### config.mk
export PLATFORM = sky130hd
export DESIGN_NAME = ball_centroid_flat
export DESIGN_NICKNAME = d
export VERILOG_FILES = /design/src/rtl/ball_centroid_pkg.sv /design/src/rtl/ball_centroid_if.sv /design/src/rtl/ball_centroid_serial_divider.sv /design/src/rtl/ball_centroid.sv /design/src/flat_wrapper.sv
export SDC_FILE = /design/constraint.sdc
export NUM_CORES = 1
export LEC_CHECK = 0
export ABC_CLOCK_PERIOD_IN_PS = 9000
export CORE_UTILIZATION = 45
export CTS_CLUSTER_SIZE = 12
export DETAILED_ROUTE_END_ITERATION = 10
export GPL_TIMING_DRIVEN = 0
export SETUP_SLACK_MARGIN = 0.2
export SYNTH_ARGS = -nofsm -noshare
export SYNTH_HDL_FRONTEND = slang
export SYNTH_SLANG_ARGS = --single-unit
### constraint.sdc
create_clock -name clk -period 9 [get_ports clk]
set_input_delay 1.8 -clock clk [delete_from_list [all_inputs] [get_ports clk]]
set_output_delay 1.8 -clock clk [all_outputs]
set_load 0.02 [all_outputs]
### src/rtl/ball_centroid_pkg.sv
// Shared types and default widths for the ball centroid tracker.
// Holds the control FSM encoding and the hue window test used on the pixel stream.
package ball_centroid_pkg;

    localparam int X_W_DEF   = 10;
    localparam int Y_W_DEF   = 9;
    localparam int CNT_W_DEF = 19;
    localparam int SUM_W_DEF = 29;
    localparam int HUE_W     = 9;
    localparam int SV_W      = 5;

    typedef enum logic [2:0] {
        IDLE,
        CHECK,
        DIV_X,
        DIV_Y,
        DONE
    } state_t;

    // A window with lo > hi wraps through 0 (red hues).
    function automatic logic hue_in_window(input logic [HUE_W-1:0] h,
                                           input logic [HUE_W-1:0] lo,
                                           input logic [HUE_W-1:0] hi);
        if (lo <= hi) return (h >= lo) && (h <= hi);
        return (h >= lo) || (h <= hi);
    endfunction

endpackage

### src/rtl/ball_centroid_if.sv
// Per-pixel HSV stream from rgb2hsv together with the synchronised line/frame syncs.
interface ball_centroid_if;
    import ball_centroid_pkg::*;

    logic             href;
    logic             vsync;
    logic             hsv_valid;
    logic [HUE_W-1:0] hue;
    logic [SV_W-1:0]  saturation;
    logic [SV_W-1:0]  value;
    logic             hue_invalid;

    modport master (output href, vsync, hsv_valid, hue, saturation, value, hue_invalid);
    modport slave  (input  href, vsync, hsv_valid, hue, saturation, value, hue_invalid);

endinterface

### src/rtl/ball_centroid_serial_divider.sv
// Unsigned restoring divider, one quotient bit per clock; done pulses SUM_W+1 cycles after start.
module serial_divider #(
    parameter int SUM_W = 29,
    parameter int CNT_W = 19
) (
    input  logic             clk,
    input  logic             res,
    input  logic             start,
    input  logic [SUM_W-1:0] dividend,
    input  logic [CNT_W-1:0] divisor,
    output logic             busy,
    output logic             done,
    output logic [SUM_W-1:0] quotient
);
    localparam int CW = $clog2(SUM_W + 1);

    logic [CNT_W-1:0] rem;
    logic [CNT_W-1:0] dsr;
    logic [CW-1:0]    cnt;
    logic [CNT_W:0]   trial;
    logic [CNT_W-1:0] diff;
    logic             ge;

    // The dividend shifts out of the quotient register as quotient bits shift in.
    always_comb begin
        trial = {rem, quotient[SUM_W-1]};
        ge    = trial >= {1'b0, dsr};
        diff  = trial[CNT_W-1:0] - dsr;
    end

    always_ff @(posedge clk) begin
        if (res) begin
            rem      <= '0;
            dsr      <= '0;
            cnt      <= '0;
            busy     <= 1'b0;
            done     <= 1'b0;
            quotient <= '0;
        end else begin
            done <= 1'b0;
            if (start) begin
                rem      <= '0;
                dsr      <= divisor;
                quotient <= dividend;
                cnt      <= CW'(SUM_W);
                busy     <= 1'b1;
            end else if (busy) begin
                rem      <= ge ? diff : trial[CNT_W-1:0];
                quotient <= {quotient[SUM_W-2:0], ge};
                cnt      <= cnt - 1'b1;
                if (cnt == CW'(1)) begin
                    busy <= 1'b0;
                    done <= 1'b1;
                end
            end
        end
    end

endmodule

### src/rtl/ball_centroid.sv
// Colour-thresholded pixel accumulator; at each frame end divides the x/y sums by the
// matched count to give the ball centroid and pulses result_valid.
module ball_centroid
    import ball_centroid_pkg::*;
#(
    parameter int X_W        = X_W_DEF,
    parameter int Y_W        = Y_W_DEF,
    parameter int CNT_W      = CNT_W_DEF,
    parameter int SUM_W      = SUM_W_DEF,
    parameter int MIN_PIXELS = 16
) (
    input  logic             clk,
    input  logic             res,
    ball_centroid_if.slave   pix,
    input  logic [HUE_W-1:0] hue_min,
    input  logic [HUE_W-1:0] hue_max,
    input  logic [SV_W-1:0]  sat_min,
    input  logic [SV_W-1:0]  val_min,
    output logic [X_W-1:0]   centroid_x,
    output logic [Y_W-1:0]   centroid_y,
    output logic [CNT_W-1:0] pixel_count,
    output logic             found,
    output logic             result_valid,
    output logic             overrun
);
    logic             href_q, vsync_q, first_line;
    logic             href_rise, vsync_rise, match;
    logic [X_W-1:0]   x;
    logic [Y_W-1:0]   y;
    logic [CNT_W-1:0] count, snap_count;
    logic [SUM_W-1:0] sum_x, sum_y, snap_sx, snap_sy;

    state_t           state, state_nx;
    logic             div_start, div_sel_y, latch_x, load_res, res_found;
    logic             div_busy, div_done;
    logic [SUM_W-1:0] div_q;
    logic [X_W-1:0]   q_x, quot_x;
    logic [Y_W-1:0]   q_y;
    logic             enough;

    assign href_rise  = pix.href & ~href_q;
    assign vsync_rise = pix.vsync & ~vsync_q;
    assign match      = pix.hsv_valid & ~pix.hue_invalid
                      & (pix.saturation >= sat_min) & (pix.value >= val_min)
                      & hue_in_window(pix.hue, hue_min, hue_max);
    assign enough     = snap_count >= CNT_W'(MIN_PIXELS);

    // Column keeps counting after href falls so late pixels stay on the current line.
    always_ff @(posedge clk) begin
        if (res) begin
            href_q     <= 1'b0;
            vsync_q    <= 1'b1;
            first_line <= 1'b1;
            x          <= '0;
            y          <= '0;
        end else begin
            href_q  <= pix.href;
            vsync_q <= pix.vsync;
            if (href_rise)
                x <= '0;
            else if (pix.hsv_valid && x != '1)
                x <= x + 1'b1;
            if (vsync_rise) begin
                y          <= '0;
                first_line <= 1'b1;
            end else if (href_rise) begin
                first_line <= 1'b0;
                if (!first_line && y != '1)
                    y <= y + 1'b1;
            end
        end
    end

    always_ff @(posedge clk) begin
        if (res) begin
            count      <= '0;
            sum_x      <= '0;
            sum_y      <= '0;
            snap_count <= '0;
            snap_sx    <= '0;
            snap_sy    <= '0;
            overrun    <= 1'b0;
        end else begin
            overrun <= vsync_rise && (state != IDLE);
            if (vsync_rise) begin
                if (state == IDLE) begin
                    snap_count <= count;
                    snap_sx    <= sum_x;
                    snap_sy    <= sum_y;
                end
                // A pixel matching on the frame-end cycle opens the next frame.
                count <= match ? CNT_W'(1) : '0;
                sum_x <= match ? SUM_W'(x) : '0;
                sum_y <= match ? SUM_W'(y) : '0;
            end else if (match && count != '1) begin
                count <= count + 1'b1;
                sum_x <= sum_x + SUM_W'(x);
                sum_y <= sum_y + SUM_W'(y);
            end
        end
    end

    always_ff @(posedge clk) begin
        if (res) state <= IDLE;
        else     state <= state_nx;
    end

    always_comb begin
        state_nx = state;
        case (state)
            IDLE:    if (vsync_rise) state_nx = CHECK;
            CHECK:   state_nx = enough ? DIV_X : DONE;
            DIV_X:   if (div_done) state_nx = DIV_Y;
            DIV_Y:   if (div_done) state_nx = DONE;
            DONE:    state_nx = IDLE;
            default: state_nx = IDLE;
        endcase
    end

    always_comb begin
        div_start = 1'b0;
        div_sel_y = 1'b0;
        latch_x   = 1'b0;
        load_res  = 1'b0;
        res_found = 1'b0;
        case (state)
            CHECK: begin
                div_start = enough & ~div_busy;
                load_res  = ~enough;
            end
            DIV_X: if (div_done) begin
                latch_x   = 1'b1;
                div_start = ~div_busy;
                div_sel_y = 1'b1;
            end
            DIV_Y: if (div_done) begin
                load_res  = 1'b1;
                res_found = 1'b1;
            end
            default: ;
        endcase
    end

    serial_divider #(.SUM_W(SUM_W), .CNT_W(CNT_W)) u_div (
        .clk      (clk),
        .res      (res),
        .start    (div_start),
        .dividend (div_sel_y ? snap_sy : snap_sx),
        .divisor  (snap_count),
        .busy     (div_busy),
        .done     (div_done),
        .quotient (div_q)
    );

    // Mean of in-range coordinates always fits; clamp keeps the narrowing explicit.
    assign q_x = (|div_q[SUM_W-1:X_W]) ? '1 : div_q[X_W-1:0];
    assign q_y = (|div_q[SUM_W-1:Y_W]) ? '1 : div_q[Y_W-1:0];

    always_ff @(posedge clk) begin
        if (res) begin
            quot_x       <= '0;
            centroid_x   <= '0;
            centroid_y   <= '0;
            pixel_count  <= '0;
            found        <= 1'b0;
            result_valid <= 1'b0;
        end else begin
            result_valid <= load_res;
            if (latch_x) quot_x <= q_x;
            if (load_res) begin
                pixel_count <= snap_count;
                found       <= res_found;
                centroid_x  <= res_found ? quot_x : '0;
                centroid_y  <= res_found ? q_y : '0;
            end
        end
    end

endmodule

### src/flat_wrapper.sv
// flat-port wrapper written by rule: the top's interface ports become plain ports
module ball_centroid_flat import ball_centroid_pkg::*;
#(
    parameter int X_W        = X_W_DEF,
    parameter int Y_W        = Y_W_DEF,
    parameter int CNT_W      = CNT_W_DEF,
    parameter int SUM_W      = SUM_W_DEF,
    parameter int MIN_PIXELS = 16
)
  (clk, res, hue_min, hue_max, sat_min, val_min, centroid_x, centroid_y, pixel_count, found, result_valid, overrun, pix_href, pix_vsync, pix_hsv_valid, pix_hue, pix_saturation, pix_value, pix_hue_invalid);
  ball_centroid_if pix_i ();
  input  logic clk;
  input  logic res;
  input  logic [HUE_W-1:0] hue_min;
  input  logic [HUE_W-1:0] hue_max;
  input  logic [SV_W-1:0] sat_min;
  input  logic [SV_W-1:0] val_min;
  output logic [X_W-1:0] centroid_x;
  output logic [Y_W-1:0] centroid_y;
  output logic [CNT_W-1:0] pixel_count;
  output logic found;
  output logic result_valid;
  output logic overrun;
  input wire logic [$bits(pix_i.href)-1:0] pix_href;
  input wire logic [$bits(pix_i.vsync)-1:0] pix_vsync;
  input wire logic [$bits(pix_i.hsv_valid)-1:0] pix_hsv_valid;
  input wire logic [$bits(pix_i.hue)-1:0] pix_hue;
  input wire logic [$bits(pix_i.saturation)-1:0] pix_saturation;
  input wire logic [$bits(pix_i.value)-1:0] pix_value;
  input wire logic [$bits(pix_i.hue_invalid)-1:0] pix_hue_invalid;
  assign pix_i.href = pix_href;
  assign pix_i.vsync = pix_vsync;
  assign pix_i.hsv_valid = pix_hsv_valid;
  assign pix_i.hue = pix_hue;
  assign pix_i.saturation = pix_saturation;
  assign pix_i.value = pix_value;
  assign pix_i.hue_invalid = pix_hue_invalid;
  ball_centroid #(.X_W(X_W), .Y_W(Y_W), .CNT_W(CNT_W), .SUM_W(SUM_W), .MIN_PIXELS(MIN_PIXELS)) u_core (.clk(clk), .res(res), .pix(pix_i), .hue_min(hue_min), .hue_max(hue_max), .sat_min(sat_min), .val_min(val_min), .centroid_x(centroid_x), .centroid_y(centroid_y), .pixel_count(pixel_count), .found(found), .result_valid(result_valid), .overrun(overrun));
endmodule
**Run 1: signal wires on met4**

Cells faint in the background.
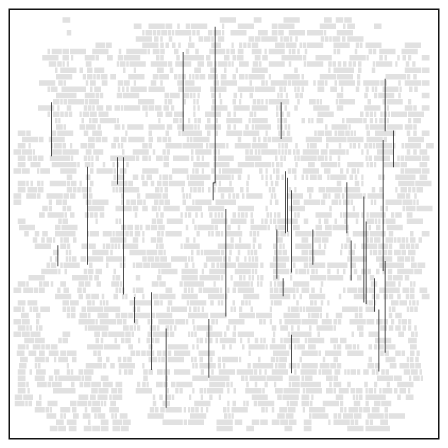
The longest straight run is 67.4 µm. The wires run mostly vertical. The layer carries 859 µm of wire.

**Run 1: routing congestion**

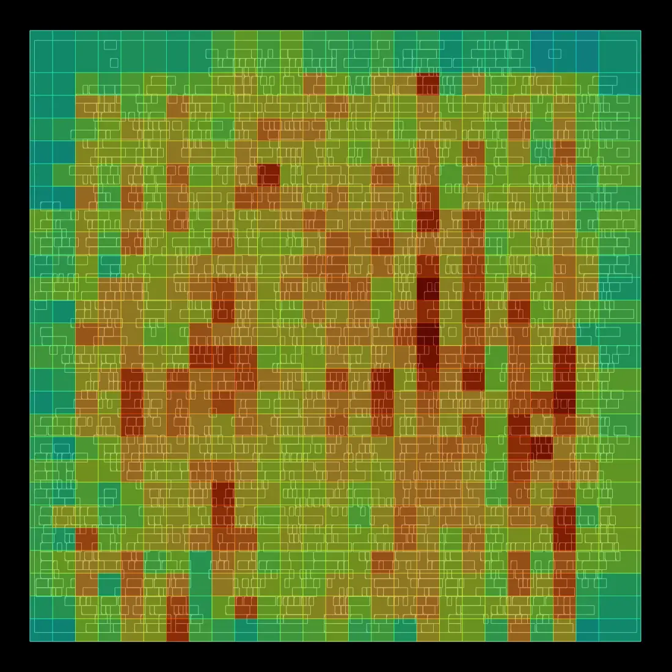
GRT Util Overall: 0.255
met1 Use GR: 0.361
grt met3 use: 0.0330
busiest grt layer: met2
DR WL/cell: 17.5 µm

==> out/metrics.yaml, run 1 <==
worst_hold_path:
  hp-start: "u_core.pixel_count[3]"
layout:
  lay_top_count: "nand2_1"
  most-common-layout-cells: "nand2_1, dfxtp_1, a21oi_1, nor2_1, clkbuf_1"
  n_clock_buffer: 49
  comb_cells: 1399
  register_area_um2: 6090
  instances_no_fill: 2487
  fin_util: 0.542
  fin_area_um2: 17800
  inverters: 70
  comb_share: 0.466
  logic_area_um2: 8280
logic_synthesis:
  edf_count: 0
  avgSynthCellArea_um2: 7.98
  yosys_most_used_dff: "dfxtp_1"
  synthCells: 1893
  ys_top_cells_by_count: "nand2_1, dfxtp_1, a21oi_1"
  synth-async-reset-ratio: 0
  synth_adder_area_share: 0.0711
critical_path:
  crit_cells: 12
  crit_family: "AND-OR/OR-AND gates"
  end_kind: "flop"
placement:
  place_ws_ns: 3.30
  place_inst: 2428
global_routing:
  antenna_found_initial: 0
  grt_pass1_wl_um: 69300
  grt_use_met2: 0.406
  grt_pass1_vias: 12900
power:
  power_density_nw_per_um2: 170
  total_power_mw: 3.02
route:
  ant_nets: 0
  dr_wl_met3_um: 2050
clocking:
  cts_buffers: 36
  cts.clk_slew.worst_paths_ns: 0.05
sta:
  grt_setup_unrepaired: "no"
  setup_viol: 0
  worst_pin_slew_ns: 0.973
floorplanning:
  nWellTaps: 442
  fp-utilization: 0.461
run_status:
  status: "completed"
flow_run:
  tool_warnings: 27
**Run 1: signal wires on met1**

Cells faint in the background.
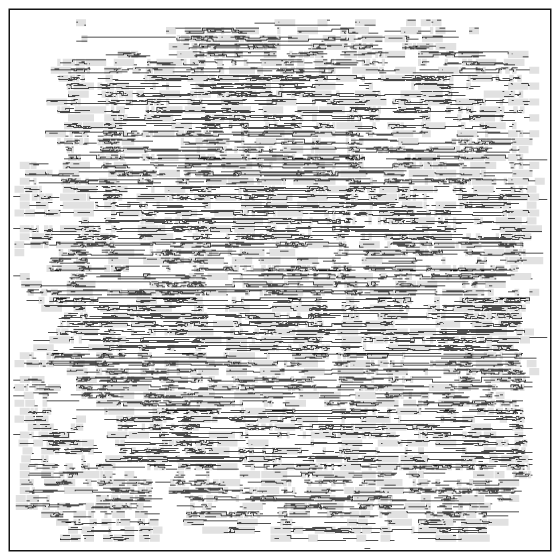
The layer holds 49% of the routed length. The wires run mostly horizontal. The layer carries 21.4 mm of wire. 2065 nets have wire on it.

**Run 1: cell density map**

Scale bar: 50 µm. The die is cut into 19 by 19 equal tiles; dark blue is low, red is high, 0 to 100% covered.
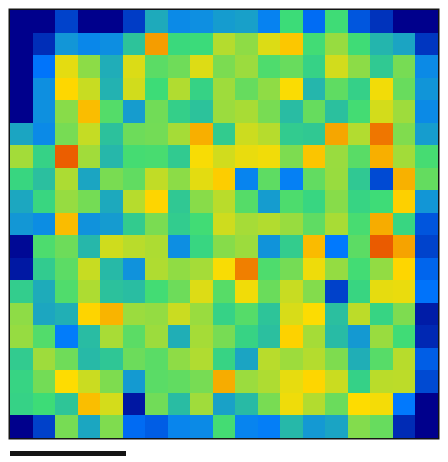
7.5% of the tiles are over 75% full. The mean over all tiles is 50%. The fullest tile reaches 90%. 3.9% of the tiles are nearly empty.

run 1: cell families after synthesis:
kind of cell / after synthesis
AND/OR/NAND/NOR: 738
AND-OR/OR-AND: 501
flip-flops: 304
buffers and inverters: 190
adder cells (fa/ha/maj): 84
XOR/XNOR: 41
multiplexers: 35
run 1: power breakdown:
group          internal, mW  switching, mW  total, mW
sequential             1.35        0.00911       1.36
combinational        0.0658          0.106      0.172
clock                 0.925          0.556       1.48
total                  2.35          0.670       3.02
run 1: worst register-to-register path, cell delays in order (launching register included):
cell      delay, ns
dfxtp_1        0.35
ha_1           0.20
buf_1          0.23
and2_1         0.24
nand4_1        0.13
nand3_1        0.17
o41ai_1        0.83
clkbuf_1       0.58
clkbuf_1       0.45
nor2_1         0.08
a211oi_1       0.21
==> inputs of run 2 (changes only) <==
Settings changed: ABC_CLOCK_PERIOD_IN_PS 9000 to 5100.
Clock period 9 ns to 5.1 ns, I/O delays scaled along.
**Run 2: signal wires on met1**

Cells faint in the background.
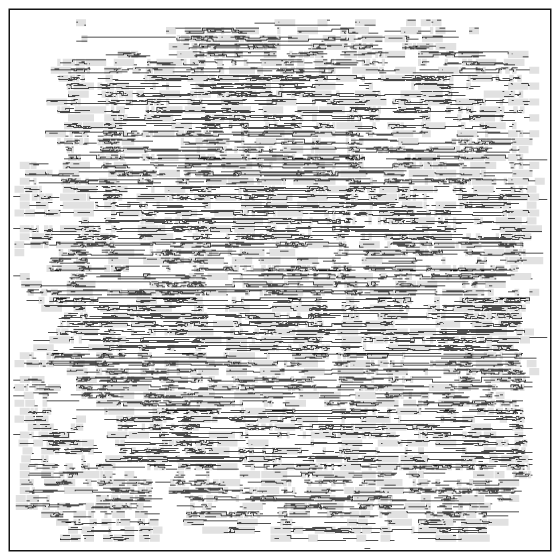
2065 nets have wire on it. The wires run mostly horizontal.
Total Wirelength: 43500 µm
vias: 13800

**Run 2: cell density map**

Scale bar: 50 µm. The die is cut into 19 by 19 equal tiles; dark blue is low, red is high, 0 to 100% covered.
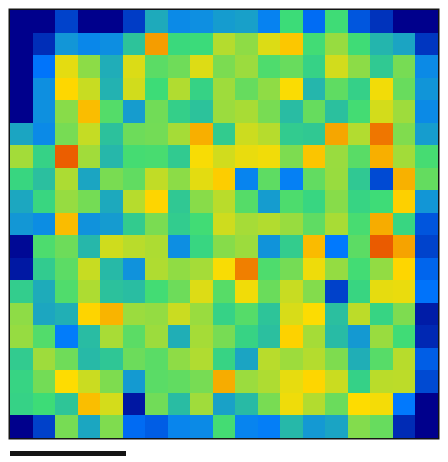
The mean over all tiles is 50%. 7.5% of the tiles are over 75% full. 3.9% of the tiles are nearly empty. The fullest tile reaches 90%. The emptiest ninth of the die: north-west.
Core ar.: 32800 µm²
Final Util: 0.542
Initial Util: 0.461

==> run 2 against run 1 <==
  * Critical path depth unchanged
  * Clock-buffer cell count unchanged
  * Clock power increased by 76%
  * Combinational power increased by 76%
  * Synthesized cell count unchanged
  * Setup slack got worse by 3.1 ns
  * Cell area unchanged
  * Die size unchanged
  * Sequential share of layout area unchanged
  * Sequential power increased by 77%
  * Worst hold slack unchanged
  * Critical path type unchanged
  * Critical endpoint unchanged
  * Largest power group unchanged
==> out/metrics.yaml, run 2 <==
layout:
  largest_class: "logic gates"
  most-common-layout-cells: "nand2_1, dfxtp_1, a21oi_1, nor2_1, clkbuf_1"
  register_area_um2: 6090
  antenna_cells: 0
  n_clock_buffer: 49
  lay_top_count: "nand2_1"
  fin_area_um2: 17800
  inverters: 70
  comb_share: 0.466
  instances_no_fill: 2487
  logic_area_um2: 8280
  seq_share: 0.342
  comb_cells: 1399
clocking:
  cts.clk_slew.worst_paths_ns: 0.05
  cts_buffers: 36
global_routing:
  gr-usage-all-layers: 0.255
  grt_pass1_vias: 12900
  grt_pass1_wl_um: 69300
  grt_max_degree: 13
  antenna_found_initial: 0
power:
  power_density_nw_per_um2: 299
  total_power_mw: 5.32
logic_synthesis:
  ys_top_cells_by_count: "nand2_1, dfxtp_1, a21oi_1"
  synthCells: 1893
  avgSynthCellArea_um2: 7.98
  synth_adder_area_share: 0.0711
  yosys_most_used_dff: "dfxtp_1"
  edf_count: 0
  ys_ff: 304
  synth-async-reset-ratio: 0
critical_path:
  end_kind: "flop"
  worstReg2RegEnd: "u_core.sum_y[2]"
sta:
  setup_viol: 0
  grt_setup_unrepaired: "no"
  worst_pin_slew_ns: 0.973
flow_run:
  tool_warnings: 27
run_status:
  status: "completed"
floorplanning:
  num_rows: 66
  nWellTaps: 442
placement:
  place_inst: 2428
  place_ws_ns: 0.184
route:
  dr.pass1.iters: 5
  ant_nets: 0
  wl_per_cell_um: 17.5
worst_hold_path:
  hp-start: "u_core.pixel_count[3]"
**Run 2: routing congestion**

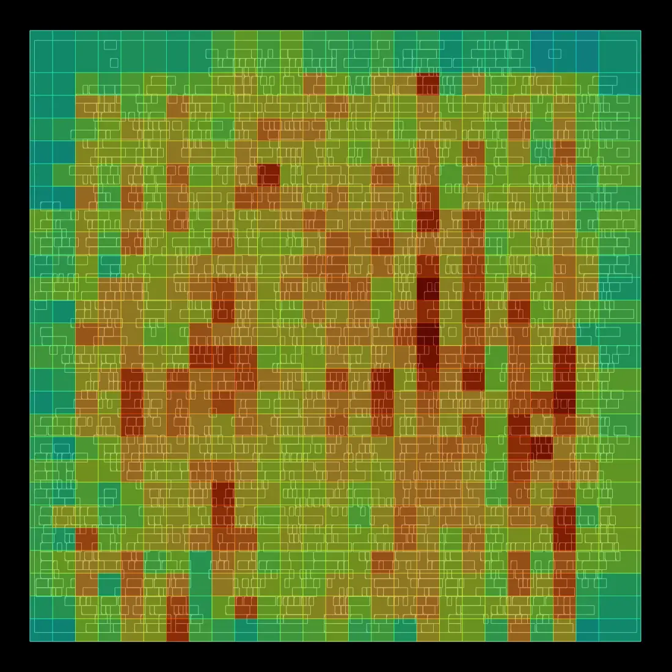
GRT met2 Usage: 0.406

run 2: cell counts after synthesis:
No cell type changed its count.
run 2: worst max-delay path: stages:
cell             delay, ns
clkdlybuf4s50_1       0.45
inv_1                 0.05
ha_1                  0.31
a21oi_2               0.17
o21ai_2               0.09
a2111oi_4             0.40
a211oi_1              0.16
o41ai_1               0.87
clkbuf_1              0.58
clkbuf_1              0.44
nor2_1                0.08
a211oi_1              0.21
run 2: metal layers:
layer	global-route usage	vias up	routed length (µm)
li1	-	6991	-
met1	0.361	6461	21400
met2	0.406	328	19200
met3	0.0330	68	2050
met4	0.0671	0	859
met5	0	-	0
run 2: where the power goes:
part           switching, mW  internal (mW)
combinational          0.187          0.116
clock                  0.980           1.63
sequential            0.0161           2.39
==> inputs of run 3 (changes only) <==
Settings changed: ABC_CLOCK_PERIOD_IN_PS 5100 to not set, CORE_MARGIN set to 4.
**Run 3: cell density map**

Scale bar: 50 µm. The die is cut into 19 by 19 equal tiles; dark blue is low, red is high, 0 to 100% covered.
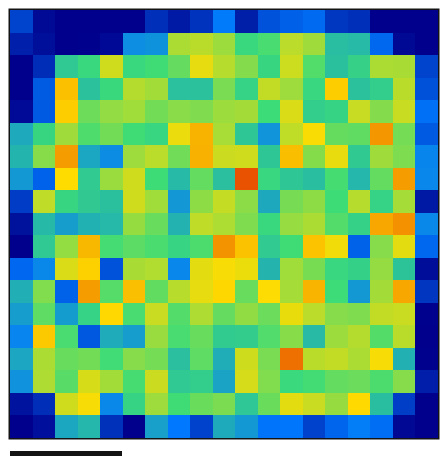
The densest ninth of the die: center. 7.2% of the tiles are over 75% full. The mean over all tiles is 47%. The fullest tile reaches 91%. The emptiest ninth of the die: north-west. 6.6% of the tiles are nearly empty.

**Run 3: routing congestion**

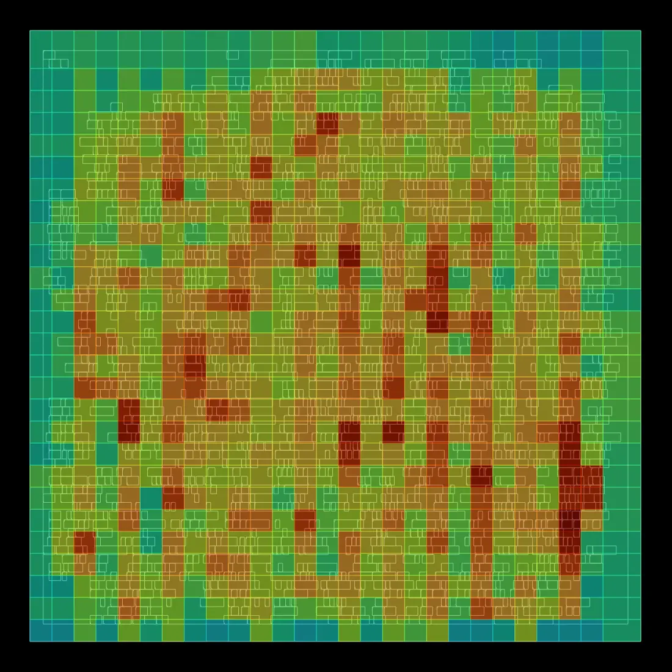
GRT met2 Usage: 0.376
met1 Use GR: 0.334
DR WL/cell: 17.5 µm
grt met3 use: 0.0334

**Run 3: signal wires on met4**

Cells faint in the background.
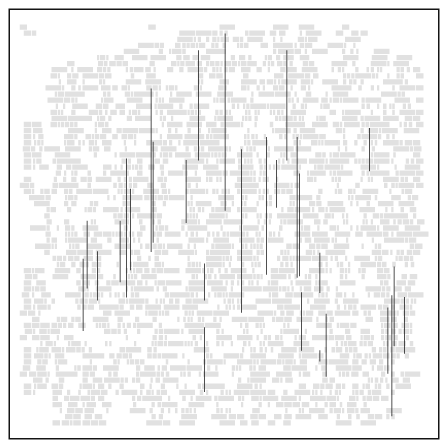
The layer holds 2.5% of the routed length. The wires run mostly vertical. The longest straight run is 78.9 µm. 21 nets have wire on it. The layer carries 1080 µm of wire.

==> run 3 against run 2 <==
  * Register-to-register slack improved by 0.02 ns
  * Cell count increased by 0.24%
  * Clock skew decreased by 0.00082 ns
  * Cell area increased by 0.15%
  * Setup slack improved by 0.079 ns
  * First-iteration DRC count increased by 13%
  * Clock power about the same
  * Combinational power about the same
  * Global-route usage decreased by 1.9 points
==> out/metrics.yaml, run 3 <==
critical_path:
  end_kind: "flop"
  slowest_delay_ns: 0.80
power:
  power_density_nw_per_um2: 300
  power.group.top: "the clock network"
  power_frac_comb: 0.056
  total_power_mw: 5.35
  switchingPower_mw: 1.22
  powerClk_mw: 2.64
global_routing:
  busiest_layer: "met2"
  antenna_found_initial: 0
  grt_max_degree: 13
  grt_pass1_wl_um: 70400
layout:
  lay_top_count: "nand2_1"
  logic_area_um2: 8280
  register_area_um2: 6090
  comb_cells: 1399
  most-common-layout-cells: "nand2_1, dfxtp_1, a21oi_1, nor2_1, clkbuf_1"
  antenna_cells: 0
  seq_share: 0.342
logic_synthesis:
  yosys_most_used_dff: "dfxtp_1"
  synth-async-reset-ratio: 0
run_status:
  status: "completed"
sta:
  grt_setup_unrepaired: "no"
route:
  drt-total-wl_um: 43700
  dr_wl_met2_um: 19200
floorplanning:
  num_rows: 66
  fp.coreArea_um2: 32900
  fp-utilization: 0.460
run 3: cell counts after synthesis:
No cell type changed its count.
run 3: logic make-up after synthesis:
kind of cell | share of synthesized area
and+or+nand+nor | 0.225
AOI/OAI and AO/OA | 0.206
DFF | 0.403
buffers and inverters | 0.0489
adders and majority gates | 0.0711
xor gates and xnor gates | 0.0238
muxes | 0.0232
run 3: through the flow:
stage | area [µm²] | util | setup slack, ns | hold slack (ns) | instances
floorplan | 15100 | - | 1.55 | 0.423 | 1893
global placement | 16600 | 0.505 | 0.172 | 0.436 | 2428
detailed placement | 16600 | 0.505 | 0.162 | 0.443 | 2428
CTS | 17800 | 0.542 | 0.680 | 0.451 | 2493
global route | 17800 | 0.542 | 0.596 | 0.471 | 2493
finish | 17800 | 0.542 | 0.758 | 0.449 | 2493
Power figures rest on the tool's default switching activity, not on a simulated workload.
